--- src/rtl/relm_uart_pkg.sv ---
// Shared constants and state encodings for the relm_uart codebase slice.
package relm_uart_pkg;

  // ctl_d command bits, as offsets below the strobe bit (bit WD)
  localparam int unsigned CTL_POP_OFS  = 1;
  localparam int unsigned CTL_LOAD_OFS = 2;
  localparam int unsigned CTL_CLR_OFS  = 3;

  // ctl_q status bits, as offsets below bit WD
  localparam int unsigned STS_TXNF_OFS = 1;
  localparam int unsigned STS_RXNE_OFS = 2;
  localparam int unsigned STS_OVR_OFS  = 3;
  localparam int unsigned STS_FRM_OFS  = 4;

  // ctl_q absolute fields
  localparam int unsigned STS_CNT_LSB  = 8;
  localparam int unsigned STS_CNT_MSB  = 15;
  localparam int unsigned STS_HEAD_MSB = 7;

  // Smallest divisor the engines accept
  localparam int unsigned DIV_MIN       = 4;
  localparam int unsigned BITS_PER_CHAR = 8;

  typedef enum logic [1:0] {
    TX_IDLE,
    TX_START,
    TX_DATA,
    TX_STOP
  } tx_state_e;

  typedef enum logic [1:0] {
    RX_IDLE,
    RX_START,
    RX_DATA,
    RX_STOP
  } rx_state_e;

endpackage

--- src/rtl/relm_uart_fifo.sv ---
// First-word-fall-through byte FIFO, depth 2**WAF, with full/empty/count.
module relm_uart_fifo #(
  parameter int unsigned WAF = 4
) (
  input  logic         clk,
  input  logic         rst_n,
  input  logic         wr_en,
  input  logic [7:0]   wr_data,
  input  logic         rd_en,
  output logic [7:0]   rd_data,
  output logic         full,
  output logic         empty,
  output logic [WAF:0] count
);

  localparam int unsigned DEPTH = 1 << WAF;
  localparam logic [WAF:0] FULL_CNT = {1'b1, {WAF{1'b0}}};

  logic [7:0]     mem_q [DEPTH];
  logic [WAF-1:0] wptr_q, wptr_d;
  logic [WAF-1:0] rptr_q, rptr_d;
  logic [WAF:0]   count_q, count_d;
  logic           do_wr, do_rd;

  assign full    = (count_q == FULL_CNT);
  assign empty   = (count_q == '0);
  assign count   = count_q;
  assign rd_data = mem_q[rptr_q];

  // Pointer and occupancy update; writes to full and reads from empty are ignored
  always_comb begin
    do_wr   = wr_en && !full;
    do_rd   = rd_en && !empty;
    wptr_d  = do_wr ? wptr_q + 1'b1 : wptr_q;
    rptr_d  = do_rd ? rptr_q + 1'b1 : rptr_q;
    count_d = count_q;
    if (do_wr && !do_rd) count_d = count_q + 1'b1;
    if (do_rd && !do_wr) count_d = count_q - 1'b1;
  end

  // Pointer/count registers
  always_ff @(posedge clk or negedge rst_n) begin
    if (!rst_n) begin
      wptr_q  <= '0;
      rptr_q  <= '0;
      count_q <= '0;
    end else begin
      wptr_q  <= wptr_d;
      rptr_q  <= rptr_d;
      count_q <= count_d;
    end
  end

  // Storage array, no reset needed since occupancy gates every read
  always_ff @(posedge clk) begin
    if (do_wr) mem_q[wptr_q] <= wr_data;
  end

endmodule

--- src/rtl/relm_uart.sv ---
// 8N1 UART with TX/RX byte FIFOs, programmable baud divisor and sticky error flags.
module relm_uart
  import relm_uart_pkg::*;
#(
  parameter int unsigned WD       = 32,
  parameter int unsigned WAF      = 4,
  parameter int unsigned DIV_W    = 16,
  parameter int unsigned DIV_INIT = 434
) (
  input  logic        clk,
  input  logic        rst_n_in,
  input  logic        uart_in,
  output logic        uart_out,
  input  logic [WD:0] tx_d,
  output logic        tx_retry,
  input  logic [WD:0] ctl_d,
  output logic [WD:0] ctl_q
);

  localparam logic [DIV_W-1:0] DIV_INIT_C = DIV_W'(DIV_INIT);
  localparam logic [DIV_W-1:0] DIV_MIN_C  = DIV_W'(DIV_MIN);
  localparam logic [2:0]       LAST_BIT   = 3'(BITS_PER_CHAR - 1);

  // control decode
  logic             ctl_pop, ctl_load, ctl_clr;
  logic [DIV_W-1:0] div_q, div_d;
  logic             ovr_q, ovr_d, frm_q, frm_d;

  // fifos
  logic         tx_push, tx_pop, tx_full, tx_empty;
  logic [7:0]   tx_head;
  logic [WAF:0] tx_count;
  logic         rx_wr, rx_full, rx_empty;
  logic [7:0]   rx_head;
  logic [WAF:0] rx_count;

  // transmitter
  tx_state_e        tx_state_q, tx_state_d;
  logic [DIV_W-1:0] tx_cnt_q, tx_cnt_d, tx_div_q, tx_div_d;
  logic [2:0]       tx_bit_q, tx_bit_d;
  logic [7:0]       tx_sh_q, tx_sh_d;
  logic             uart_out_q, uart_out_d;
  logic             tx_last;

  // receiver
  logic             sync1_q, sync1_d, sync2_q, sync2_d, sync3_q, sync3_d;
  rx_state_e        rx_state_q, rx_state_d;
  logic [DIV_W-1:0] rx_cnt_q, rx_cnt_d, rx_div_q, rx_div_d;
  logic [2:0]       rx_bit_q, rx_bit_d;
  logic [7:0]       rx_sh_q, rx_sh_d;
  logic             rx_fall, rx_last, rx_half, frm_set, ovr_set;

  logic unused_bits;
  assign unused_bits = ^{tx_d[WD-1:8], ctl_d[WD-4:DIV_W], tx_count};

  assign tx_push  = tx_d[WD] & ~tx_full;
  assign tx_retry = tx_full;
  assign uart_out = uart_out_q;

  relm_uart_fifo #(.WAF(WAF)) u_tx_fifo (
    .clk     (clk),
    .rst_n   (rst_n_in),
    .wr_en   (tx_push),
    .wr_data (tx_d[7:0]),
    .rd_en   (tx_pop),
    .rd_data (tx_head),
    .full    (tx_full),
    .empty   (tx_empty),
    .count   (tx_count)
  );

  relm_uart_fifo #(.WAF(WAF)) u_rx_fifo (
    .clk     (clk),
    .rst_n   (rst_n_in),
    .wr_en   (rx_wr),
    .wr_data (rx_sh_q),
    .rd_en   (ctl_pop),
    .rd_data (rx_head),
    .full    (rx_full),
    .empty   (rx_empty),
    .count   (rx_count)
  );

  // Command decode, divisor load with clamping, sticky flags (set wins over clear)
  always_comb begin
    ctl_pop  = ctl_d[WD] & ctl_d[WD-CTL_POP_OFS];
    ctl_load = ctl_d[WD] & ctl_d[WD-CTL_LOAD_OFS];
    ctl_clr  = ctl_d[WD] & ctl_d[WD-CTL_CLR_OFS];
    div_d    = div_q;
    if (ctl_load) div_d = (ctl_d[DIV_W-1:0] < DIV_MIN_C) ? DIV_MIN_C : ctl_d[DIV_W-1:0];
    ovr_set  = rx_wr & rx_full;
    ovr_d    = (ovr_q & ~ctl_clr) | ovr_set;
    frm_d    = (frm_q & ~ctl_clr) | frm_set;
    sync1_d  = uart_in;
    sync2_d  = sync1_q;
    sync3_d  = sync2_q;
  end

  // Status word
  always_comb begin
    ctl_q                          = '0;
    ctl_q[WD-STS_TXNF_OFS]         = ~tx_full;
    ctl_q[WD-STS_RXNE_OFS]         = ~rx_empty;
    ctl_q[WD-STS_OVR_OFS]          = ovr_q;
    ctl_q[WD-STS_FRM_OFS]          = frm_q;
    ctl_q[STS_CNT_MSB:STS_CNT_LSB] = 8'(rx_count);
    ctl_q[STS_HEAD_MSB:0]          = rx_empty ? 8'h00 : rx_head;
  end

  // Divisor, flags and input synchroniser registers
  always_ff @(posedge clk or negedge rst_n_in) begin
    if (!rst_n_in) begin
      div_q   <= DIV_INIT_C;
      ovr_q   <= 1'b0;
      frm_q   <= 1'b0;
      sync1_q <= 1'b1;
      sync2_q <= 1'b1;
      sync3_q <= 1'b1;
    end else begin
      div_q   <= div_d;
      ovr_q   <= ovr_d;
      frm_q   <= frm_d;
      sync1_q <= sync1_d;
      sync2_q <= sync2_d;
      sync3_q <= sync3_d;
    end
  end

  // TX state register
  always_ff @(posedge clk or negedge rst_n_in) begin
    if (!rst_n_in) begin
      tx_state_q <= TX_IDLE;
      tx_cnt_q   <= '0;
      tx_div_q   <= DIV_INIT_C;
      tx_bit_q   <= '0;
      tx_sh_q    <= '0;
      uart_out_q <= 1'b1;
    end else begin
      tx_state_q <= tx_state_d;
      tx_cnt_q   <= tx_cnt_d;
      tx_div_q   <= tx_div_d;
      tx_bit_q   <= tx_bit_d;
      tx_sh_q    <= tx_sh_d;
      uart_out_q <= uart_out_d;
    end
  end

  // TX next state; the divisor is latched only when a frame starts
  always_comb begin
    tx_state_d = tx_state_q;
    tx_cnt_d   = tx_cnt_q + 1'b1;
    tx_div_d   = tx_div_q;
    tx_bit_d   = tx_bit_q;
    tx_sh_d    = tx_sh_q;
    tx_pop     = 1'b0;
    tx_last    = (tx_cnt_q == tx_div_q - 1'b1);
    unique case (tx_state_q)
      TX_IDLE: begin
        tx_cnt_d = '0;
        if (!tx_empty) begin
          tx_state_d = TX_START;
          tx_pop     = 1'b1;
          tx_sh_d    = tx_head;
          tx_div_d   = div_q;
        end
      end
      TX_START: begin
        if (tx_last) begin
          tx_state_d = TX_DATA;
          tx_cnt_d   = '0;
          tx_bit_d   = '0;
        end
      end
      TX_DATA: begin
        if (tx_last) begin
          tx_cnt_d = '0;
          if (tx_bit_q == LAST_BIT) begin
            tx_state_d = TX_STOP;
          end else begin
            tx_bit_d = tx_bit_q + 1'b1;
            tx_sh_d  = {1'b0, tx_sh_q[7:1]};
          end
        end
      end
      TX_STOP: begin
        if (tx_last) begin
          tx_cnt_d = '0;
          if (!tx_empty) begin
            tx_state_d = TX_START;
            tx_pop     = 1'b1;
            tx_sh_d    = tx_head;
            tx_div_d   = div_q;
          end else begin
            tx_state_d = TX_IDLE;
          end
        end
      end
    endcase
  end

  // TX line level, decoded from the state being entered so the pin is registered
  always_comb begin
    unique case (tx_state_d)
      TX_START: uart_out_d = 1'b0;
      TX_DATA:  uart_out_d = tx_sh_d[0];
      default:  uart_out_d = 1'b1;
    endcase
  end

  // RX state register
  always_ff @(posedge clk or negedge rst_n_in) begin
    if (!rst_n_in) begin
      rx_state_q <= RX_IDLE;
      rx_cnt_q   <= '0;
      rx_div_q   <= DIV_INIT_C;
      rx_bit_q   <= '0;
      rx_sh_q    <= '0;
    end else begin
      rx_state_q <= rx_state_d;
      rx_cnt_q   <= rx_cnt_d;
      rx_div_q   <= rx_div_d;
      rx_bit_q   <= rx_bit_d;
      rx_sh_q    <= rx_sh_d;
    end
  end

  // RX next state; a start needs a falling edge, so a low line after a bad stop never re-arms
  always_comb begin
    rx_state_d = rx_state_q;
    rx_cnt_d   = rx_cnt_q + 1'b1;
    rx_div_d   = rx_div_q;
    rx_bit_d   = rx_bit_q;
    rx_sh_d    = rx_sh_q;
    rx_fall    = sync3_q & ~sync2_q;
    rx_last    = (rx_cnt_q == rx_div_q - 1'b1);
    rx_half    = (rx_cnt_q == (rx_div_q >> 1) - 1'b1);
    unique case (rx_state_q)
      RX_IDLE: begin
        rx_cnt_d = '0;
        if (rx_fall) begin
          rx_state_d = RX_START;
          rx_div_d   = div_q;
        end
      end
      RX_START: begin
        if (rx_half) begin
          rx_cnt_d   = '0;
          rx_bit_d   = '0;
          rx_state_d = sync2_q ? RX_IDLE : RX_DATA;
        end
      end
      RX_DATA: begin
        if (rx_last) begin
          rx_cnt_d = '0;
          rx_sh_d  = {sync2_q, rx_sh_q[7:1]};
          rx_bit_d = rx_bit_q + 1'b1;
          if (rx_bit_q == LAST_BIT) rx_state_d = RX_STOP;
        end
      end
      RX_STOP: begin
        if (rx_last) begin
          rx_cnt_d   = '0;
          rx_state_d = RX_IDLE;
        end
      end
    endcase
  end

  // RX outputs: FIFO write on a good stop bit, framing error on a bad one
  always_comb begin
    rx_wr   = 1'b0;
    frm_set = 1'b0;
    if (rx_state_q == RX_STOP && rx_last) begin
      rx_wr   = sync2_q;
      frm_set = ~sync2_q;
    end
  end

endmodule

--- config.mk ---
export PLATFORM = sky130hd
export DESIGN_NAME = relm_uart
export DESIGN_NICKNAME = d
export VERILOG_FILES = /design/src/rtl/relm_uart_pkg.sv /design/src/rtl/relm_uart_fifo.sv /design/src/rtl/relm_uart.sv
export SDC_FILE = /design/constraint.sdc
export NUM_CORES = 1
export LEC_CHECK = 0
export ABC_AREA = 1
export CORE_MARGIN = 10
export CORE_UTILIZATION = 54
export DETAILED_ROUTE_END_ITERATION = 10
export GPL_ROUTABILITY_DRIVEN = 0
export PLACE_DENSITY = 0.75
export RECOVER_POWER = 25
export SYNTH_ARGS = -nofsm -noshare
export SYNTH_HDL_FRONTEND = slang
export SYNTH_SLANG_ARGS = --single-unit
export TNS_END_PERCENT = 1
--- constraint.sdc ---
create_clock -name clk -period 3.9 [get_ports clk]
set_input_delay 0.39 -clock clk [delete_from_list [all_inputs] [get_ports clk]]
set_output_delay 0.39 -clock clk [all_outputs]
set_load 0.005 [all_outputs]
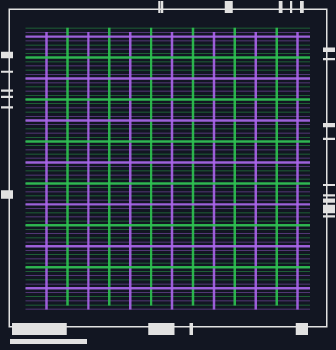
Run 1: supply network
Bar = 50 um. Pins as bars on the die edge.
VDD: marked green. VSS: marked purple.
104 signal pins sit on the boundary. 68 met1 rails follow the rows. 13 straps on met4. 13 straps on met5.
worst supply voltage drop on vdd: 0.508 mV
Vert. Die Dim: 205 um

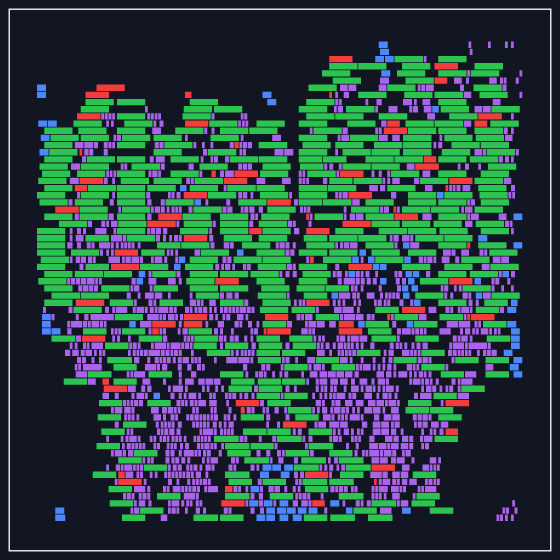
Run 1: placed cells, one colour a class
flops: marked green, cells 394, share of their area 55%. other buffers and delay cells: marked blue, cells 86, share of their area 3.8%. clock drivers and dummy loads: marked red, cells 76, share of their area 7.1%. combinational and other logic: marked purple, cells 1349, share of their area 34%.
fraction of standard cell area that is sequential: 53.4%
Core Util, Final: 62.2%
Core Area: 33600 um2
Final Cell Area: 20900 um2

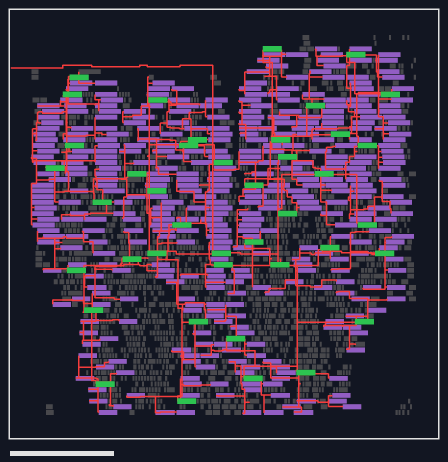
Run 1: clock wires, drivers and flops
Bar = 50 um.
flip-flops: marked purple, count 394. clock wires: marked red, length 4360 um. clock drivers: marked green, count 41.
There are 42 routed clock nets.
source-to-sink clock delay at the later pin of the worst-skew pair: 0.55 ns
clock tree skew after final layout: 0.0269 ns

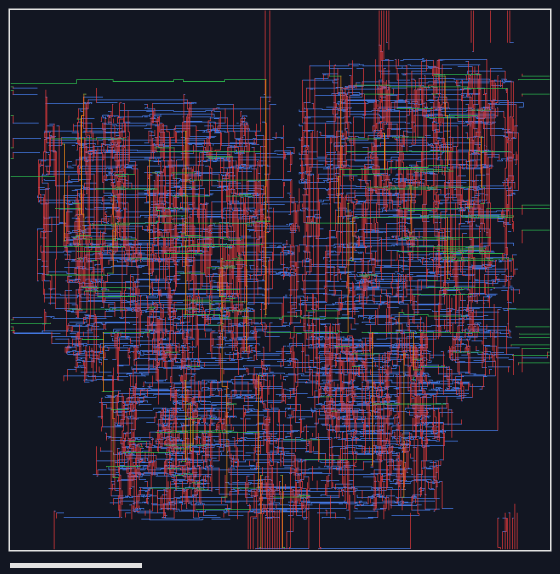
Run 1: signal wires by layer
Bar = 50 um.
metal 1: marked blue, wire length 17200 um. metal 3: marked green, wire length 2390 um. metal 2: marked red, wire length 19700 um. metal 4: marked orange, wire length 1100 um.
Detailed Route WL: 40400 um
average wire per standard cell: 17.2 um
overall track demand over capacity in global routing: 19.2%
vias post-DR: 13000

==> results.md, run 1 <==
| Item | This run |
| --- | --- |
| Yosys stat cell total | 1810 |
| Clock network fraction of design power | 31.4% |
| Final total power | 13000 uW |
| Cell-internal power | 8800 uW |
| Main combinational cell family by area after synthesis | simple AND/OR/NAND/NOR gates |
| Post-synthesis instance area | 18500 um2 |
| Via-to-Cell Ratio | 5.51 |
| Residual DRC count | 0 |
| Startpoint of the worst register-to-register path | tx_div_q[0] |
| Switching pwr | 4230 uW |
| Number of synthesis warnings | 0 |
| Startpoint class of the critical path | flip-flop |
| Startpoint of the most critical setup path | tx_div_q[0] |
| Quantity of hold-fixing buffers added after cts | 1 |
| Yosys stat area | 18500 um2 |
| Busiest layer in global routing | met2 |
| Buffer count excluding the clock tree in the final layout | 86 |
| Port bufs | 50 |
| Largest fanout on the critical path | 9 |
| Worst hold slack | 0.359 ns |
| Switching fraction of total power | 32.5% |
| Pre-Place Util | 54.9% |
| Placed instance count | 2276 |
| Number of buffers inserted during clock tree synthesis | 41 |
| Reg-to-reg critical path endpoint | u_tx_fifo.count[4] |
| Total area of multi-input combinational cells | 6420 um2 |
| Crit path buf inv count | 3 |
| Hold path startpoint | sync1_q |
| Cell area power density | 623 nW/um2 |
| Relative contribution of sequential cells to total power | 41.8% |
| GR Util met1 | 25.1% |
| Arrival time at the worst endpoint | 3.99 ns |
| Net total in the final layout | 1976 |
| Proportion of synthesized flip-flops having asynchronous set or reset | 35.0% |
| Synthesis-to-layout area growth | 13.3% |
| Critical path type | flip-flop to flip-flop |
| Result of the run | complete, no violations |
| Post-synth top area share | 41.6% |
| Cells taking the most area after synthesis | edfxtp_1, dfrtp_1, nand2_1 |
| Core Rows | 67 |
| Starting DRT DRC Count | 914 |
| Uppermost metal layer occupied by signal nets | met4 |
| Setup repair after global routing missed its margin | no |
| Worst hold path class | flip-flop to flip-flop |
| Worst setup path endpoint | u_tx_fifo.count[4] |
| Clock group total power | 4100 uW |
| Maximum clock frequency | 0.280 GHz |
| Grt met2 use | 32.5% |
Run 1, clock routing:
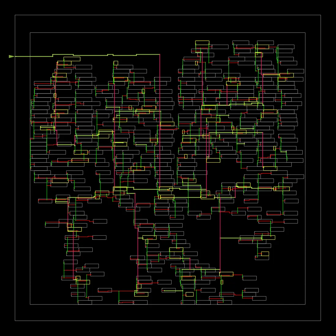

==> inputs of run 2 (changes only) <==
CELL_PAD_IN_SITES_DETAIL_PLACEMENT = 0   (was unset)
CELL_PAD_IN_SITES_GLOBAL_PLACEMENT = 2   (was unset)
CORE_UTILIZATION = 39   (was 54)
PLACE_DENSITY = 0.81   (was 0.75)
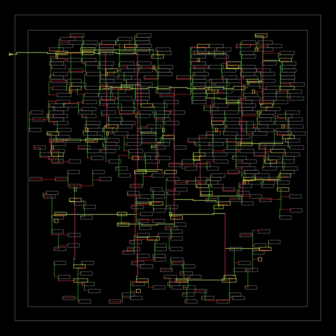
Run 2: clock routing
total of clock buffers placed in the layout: 53
number of buffers inserted during clock tree synthesis: 44
clock group total power: 4350 uW

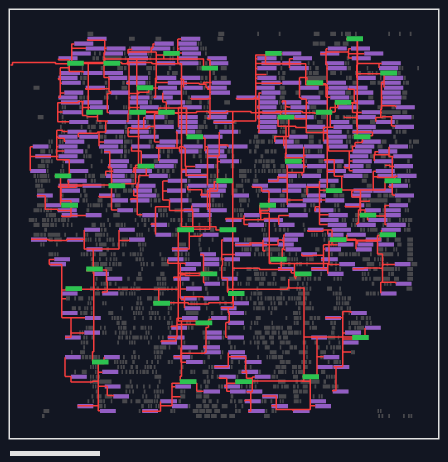
Run 2: clock wires, drivers and flops
Bar = 50 um.
clock network fraction of design power: 32.7%
clock tree skew after final layout: 0.0144 ns
source-to-sink clock delay at the later pin of the worst-skew pair: 0.58 ns

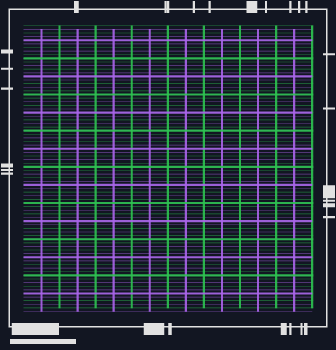
Run 2: supply network
Bar = 50 um. Pins as bars on the die edge.
VSS: marked purple. VDD: marked green.
The core has 79 rows. 15 straps on met5.
Vert. Die Dim: 238 um
worst supply voltage drop on vdd: 0.317 mV
Core Area: 46700 um2

==> run 2 against run 1 <==
The flow now finishes with violations (capacitance limit, slew limit). Clock power is 6.1% higher. Register-to-register slack hardly changed. Largest power group unchanged. Clock skew is 0.012 ns lower. Critical path type is now flip-flop to output pin. Power is 2.1% higher. Sequential share of layout area is 0.80 points lower.
==> results.md, run 2 <==
| Item | This run | Change |
| --- | --- | --- |
| Gate power share | 26.6% |  |
| Simple-gate area share of the yosys netlist | 17.0% |  |
| Post-placement worst setup slack | 0.290 ns |  |
| Startpoint class of the critical path | flip-flop |  |
| Buffer share of cell area | 3.78% |  |
| Main combinational cell family by area after synthesis | simple AND/OR/NAND/NOR gates |  |
| Proportion of synthesized flip-flops having asynchronous set or reset | 35.0% | unchanged |
| Yosys stat cell total | 1810 | unchanged |
| Sequential cell area fraction in the yosys report | 60.4% |  |
| Busiest layer in global routing | met2 |  |
| Crit path time final | 3.61 ns |  |
| Via-to-Cell Ratio | 5.01 | -9.1% |
| Overall track demand over capacity in global routing | 15.2% | -4.0 points |
| Worst setup path endpoint | ctl_q[0] |  |
| Cells taking the most area after synthesis | edfxtp_1, dfrtp_1, nand2_1 |  |
| Pre-Place Util | 39.6% | -15 points |
| Post-synthesis instance area | 18500 um2 | unchanged |
| Vias post-DR | 12600 | -2.7% |
| Worst hold slack | 0.382 ns | +0.0235 ns |
| Sequential cell count | 394 |  |
| Average wire per standard cell | 17.0 um | -0.85% |
| Core Util, Final | 45.5% | -17 points |
| Core Rows | 79 | +18% |
| Top delay family on crit path | buffers and inverters |  |
| Residual DRC count | 0 | unchanged |
| Post-synth top area share | 41.6% | unchanged |
| Placed instance count | 2438 | +7.1% |
| Detailed Route WL | 42900 um | +6.1% |
| Cell type taking the most area | flip-flops and latches |  |
| H-tree lvl count | 2 |  |
| Grt met2 use | 25.9% | -6.6 points |
| Crit path buf inv count | 2 | -1 |
| Uppermost metal layer occupied by signal nets | met5 |  |
| Hold path startpoint | uart_in |  |
| Switching fraction of total power | 32.5% | about the same |
| DR pass1 iterations | 7 |  |
| Net total in the final layout | 1982 | +0.30% |
| Quantity of hold-fixing buffers added after cts | 1 | unchanged |
| GR Util met1 | 19.6% | -5.5 points |
| Final total power | 13300 uW | +2.1% |
| Port bufs | 50 | unchanged |
| Worst Reg-to-Reg Cells | 24 |  |
| Starting DRT DRC Count | 874 | -4.4% |
| Worst hold path class | input port to flip-flop |  |
| Maximum clock frequency | 0.277 GHz | -1.0% |
| Violations in the final reports | capacitance limit, slew limit |  |
| Startpoint of the worst register-to-register path | tx_div_q[0] |  |
| Cell-internal power | 8980 uW | +2.0% |
| Total area of multi-input combinational cells | 6420 um2 | unchanged |
| Synthesized-area fraction occupied by xor and xnor cells | 4.41% |  |
| Switching pwr | 4330 uW | +2.2% |
| Total negative setup slack | 0 ns |  |
| Reg-to-reg critical path endpoint | u_tx_fifo.count[4] |  |
| Final Cell Area | 21200 um2 | +1.5% |
| Relative contribution of sequential cells to total power | 40.7% | -1.1 points |
| Yosys stat area | 18500 um2 | unchanged |
| Fraction of standard cell area that is sequential | 52.6% | -0.80 points |
| Leading power group | registers |  |
| Critical path type | flip-flop to output pin |  |
| Pins over their slew limit | 78 |  |
| Cell area power density | 626 nW/um2 | +0.55% |
| Largest fanout on the critical path | 23 | +14 |
| Clock Network Area Fraction | 7.22% |  |
| Buffer count excluding the clock tree in the final layout | 89 | +3.5% |
| Proportion of layout cells with a drive suffix above 1 | 8.68% |  |
| Sink count of the clock tree | 394 |  |
| Number of synthesis warnings | 0 | unchanged |
| Arrival time at the worst endpoint | 3.22 ns | -0.77 ns |
| Count of tool warnings | 74 |  |
| Max-cap violations | 1 |  |
| Clock slew at reported path FFs | 0.06 ns |  |
| Result of the run | finished with violations |  |
| Synthesis-to-layout area growth | 15.0% |  |
| Number of storage elements in the synthesis netlist | 394 |  |
| Startpoint of the most critical setup path | u_rx_fifo.rptr_q[1] |  |
| Top Ports | 104 |  |
Run 2, signal wires by layer:
Bar = 50 um.
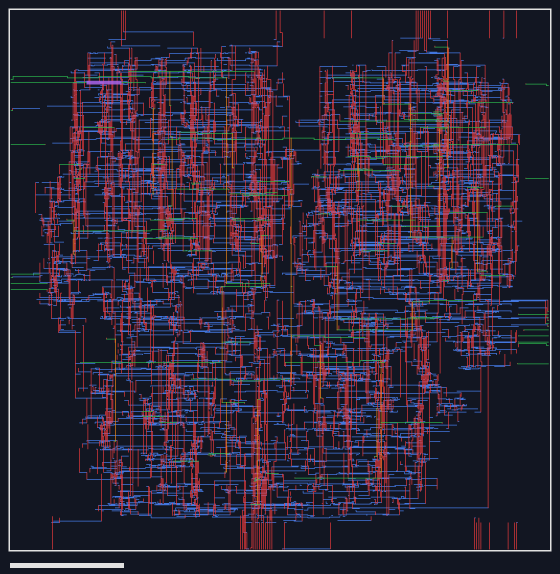

==> inputs of run 3 (changes only) <==
PLACE_DENSITY = 0.8   (was 0.81)
SLEW_MARGIN = 20   (was unset)
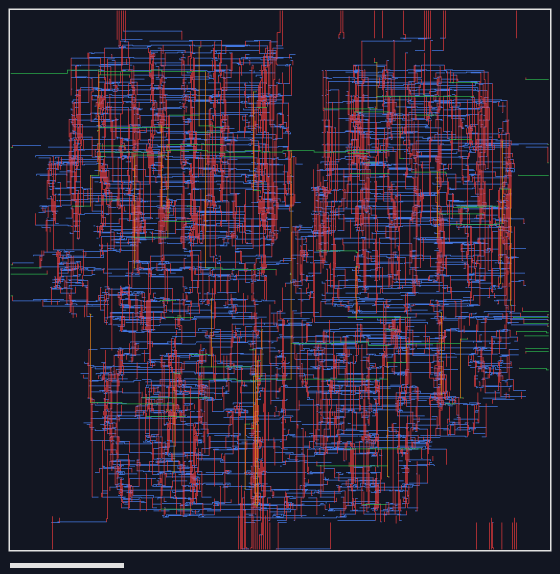
Run 3: signal wires by layer
Bar = 50 um.
Detailed Route WL: 41300 um
vias post-DR: 12500
overall track demand over capacity in global routing: 14.7%
average wire per standard cell: 16.4 um

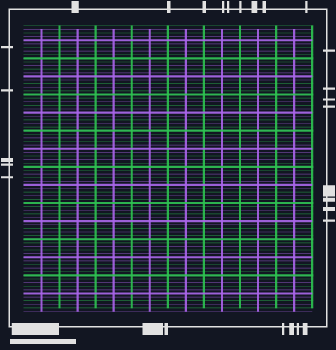
Run 3: supply network
Bar = 50 um. Pins as bars on the die edge.
VDD: marked green. VSS: marked purple.
16 straps on met4. 15 straps on met5.
worst supply voltage drop on vdd: 0.293 mV
width of the die: 238 um

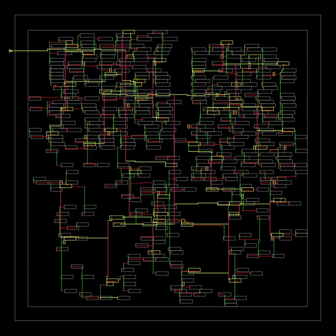
Run 3: clock routing
total of clock buffers placed in the layout: 58
sequential cell count: 394
sink count of the clock tree: 394
clock group total power: 3890 uW
clock tree skew after final layout: 0.0329 ns

==> run 3 against run 2 <==
The run now ends clean. Cell area decreased by 0.81%. Non-clock buffer count increased by 1. Via count decreased by 1.1%. Flip-flop count unchanged. First-iteration DRC count decreased by 11%. Setup slack improved by 0.078 ns. Synthesized area unchanged. Critical path type is now flip-flop to flip-flop. Critical endpoint is now u_tx_fifo.count[4]. Largest power group unchanged. Highest routed layer is now met4.
==> results.md, run 3 <==
| Item | This run | Change |
| --- | --- | --- |
| Source-to-sink clock delay at the later pin of the worst-skew pair | 0.59 ns | about the same |
| Final Cell Area | 21100 um2 | -0.81% |
| Clock Network Area Fraction | 6.40% | -0.83 points |
| Proportion of layout cells with a drive suffix above 1 | 8.26% | -0.42 points |
| Max-cap violations | 0 | -1 |
| Critical path type | flip-flop to flip-flop |  |
| Switching pwr | 4260 uW | -1.4% |
| Top Ports | 104 | unchanged |
| DR pass1 iterations | 5 | -2 |
| Worst hold path class | input port to flip-flop |  |
| Simple-gate area share of the yosys netlist | 17.0% | unchanged |
| Cell type taking the most area | flip-flops and latches |  |
| Buffer count excluding the clock tree in the final layout | 90 | +1.1% |
| Count of tool warnings | 74 | unchanged |
| Total negative setup slack | 0 ns | unchanged |
| Yosys stat area | 18500 um2 | unchanged |
| Number of synthesis warnings | 0 | unchanged |
| Leak | 0.00844 uW |  |
| Maximum clock frequency | 0.283 GHz | +2.2% |
| Via-to-Cell Ratio | 4.96 | -1.1% |
| Via count of the first global-routing pass | 12500 |  |
| Top delay family on crit path | simple AND/OR/NAND/NOR gates |  |
| Cell type contributing the most total cell area after synthesis | edfxtp_1 |  |
| Hold path startpoint | ctl_d[1] |  |
| Tap Count | 607 |  |
| Startpoint of the most critical setup path | tx_div_q[1] |  |
| Core Rows | 79 | unchanged |
| Total area of multi-input combinational cells | 6440 um2 | +0.19% |
| Cell repeated most along the worst path | nand2_1 |  |
| Quantity of hold-fixing buffers added after cts | 1 | unchanged |
| Mapped Cells | 1810 |  |
| Core Util, Final | 45.2% | -0.37 points |
| Cell-internal power | 8530 uW | -5.0% |
| Largest net degree at the start of global routing | 92 |  |
| Gate power share | 27.3% | +0.7 points |
| Buffer share of cell area | 3.82% | +0.037 points |
| Post-synth top area share | 41.6% | unchanged |
| Pre-Place Util | 39.6% | unchanged |
| Fraction of standard cell area that is sequential | 53.0% | +0.43 points |
| Reg-to-reg critical path endpoint | u_tx_fifo.count[4] |  |
| Post-placement worst setup slack | 0.280 ns | -0.00968 ns |
| Least setup slack across all paths after layout | 0.368 ns |  |
| Cell area power density | 607 nW/um2 | -3.0% |
| Switching fraction of total power | 33.3% | +0.81 points |
| Number of buffers inserted during clock tree synthesis | 43 | -2.3% |
| Synthesis-to-layout area growth | 14.0% |  |
| Proportion of synthesized flip-flops having asynchronous set or reset | 35.0% | unchanged |
| Largest fanout on the critical path | 9 | -61% |
| Worst setup path endpoint | u_tx_fifo.count[4] |  |
| Placed instance count | 2438 | unchanged |
| Yosys stat cell total | 1810 | unchanged |
| Fillers | 4363 |  |
| Starting DRT DRC Count | 781 | -11% |
| Clock network fraction of design power | 30.4% | -2.3 points |
| Crit path buf inv count | 6 | +4 |
| Busiest layer in global routing | met2 |  |
| Core Area | 46700 um2 | unchanged |
| Clock slew at reported path FFs | 0.06 ns | about the same |
| Synthesized-area fraction occupied by xor and xnor cells | 4.41% | unchanged |
| Main combinational cell family by area after synthesis | simple AND/OR/NAND/NOR gates |  |
| GR Util met1 | 19.1% | -0.49 points |
| Net total in the final layout | 1982 | unchanged |
| Pins over their slew limit | 0 | -100% |
| Cells taking the most area after synthesis | edfxtp_1, dfrtp_1, nand2_1 |  |
| Port bufs | 50 | unchanged |
| Sequential cell area fraction in the yosys report | 60.4% | unchanged |
| Result of the run | complete, no violations |  |
| H-tree lvl count | 2 | unchanged |
| Crit path time final | 3.53 ns | -0.0782 ns |
| Worst Reg-to-Reg Cells | 25 | +4.2% |
| Relative contribution of sequential cells to total power | 42.3% | +1.6 points |
| Leading power group | registers |  |
| Residual DRC count | 0 | unchanged |
| Startpoint of the worst register-to-register path | tx_div_q[1] |  |
| Final total power | 12800 uW | -3.8% |
| Startpoint class of the critical path | flip-flop |  |
| Grt met2 use | 24.6% | -1.3 points |
| Uppermost metal layer occupied by signal nets | met4 |  |
| Post-synthesis instance area | 18500 um2 | unchanged |
| Arrival time at the worst endpoint | 4.00 ns | +0.78 ns |
| Worst hold slack | 0.372 ns | -0.0100 ns |
| CTS resizes | 0 |  |
| Number of storage elements in the synthesis netlist | 394 | unchanged |
No activity file was given, so power comes from the tool's default toggle rates.
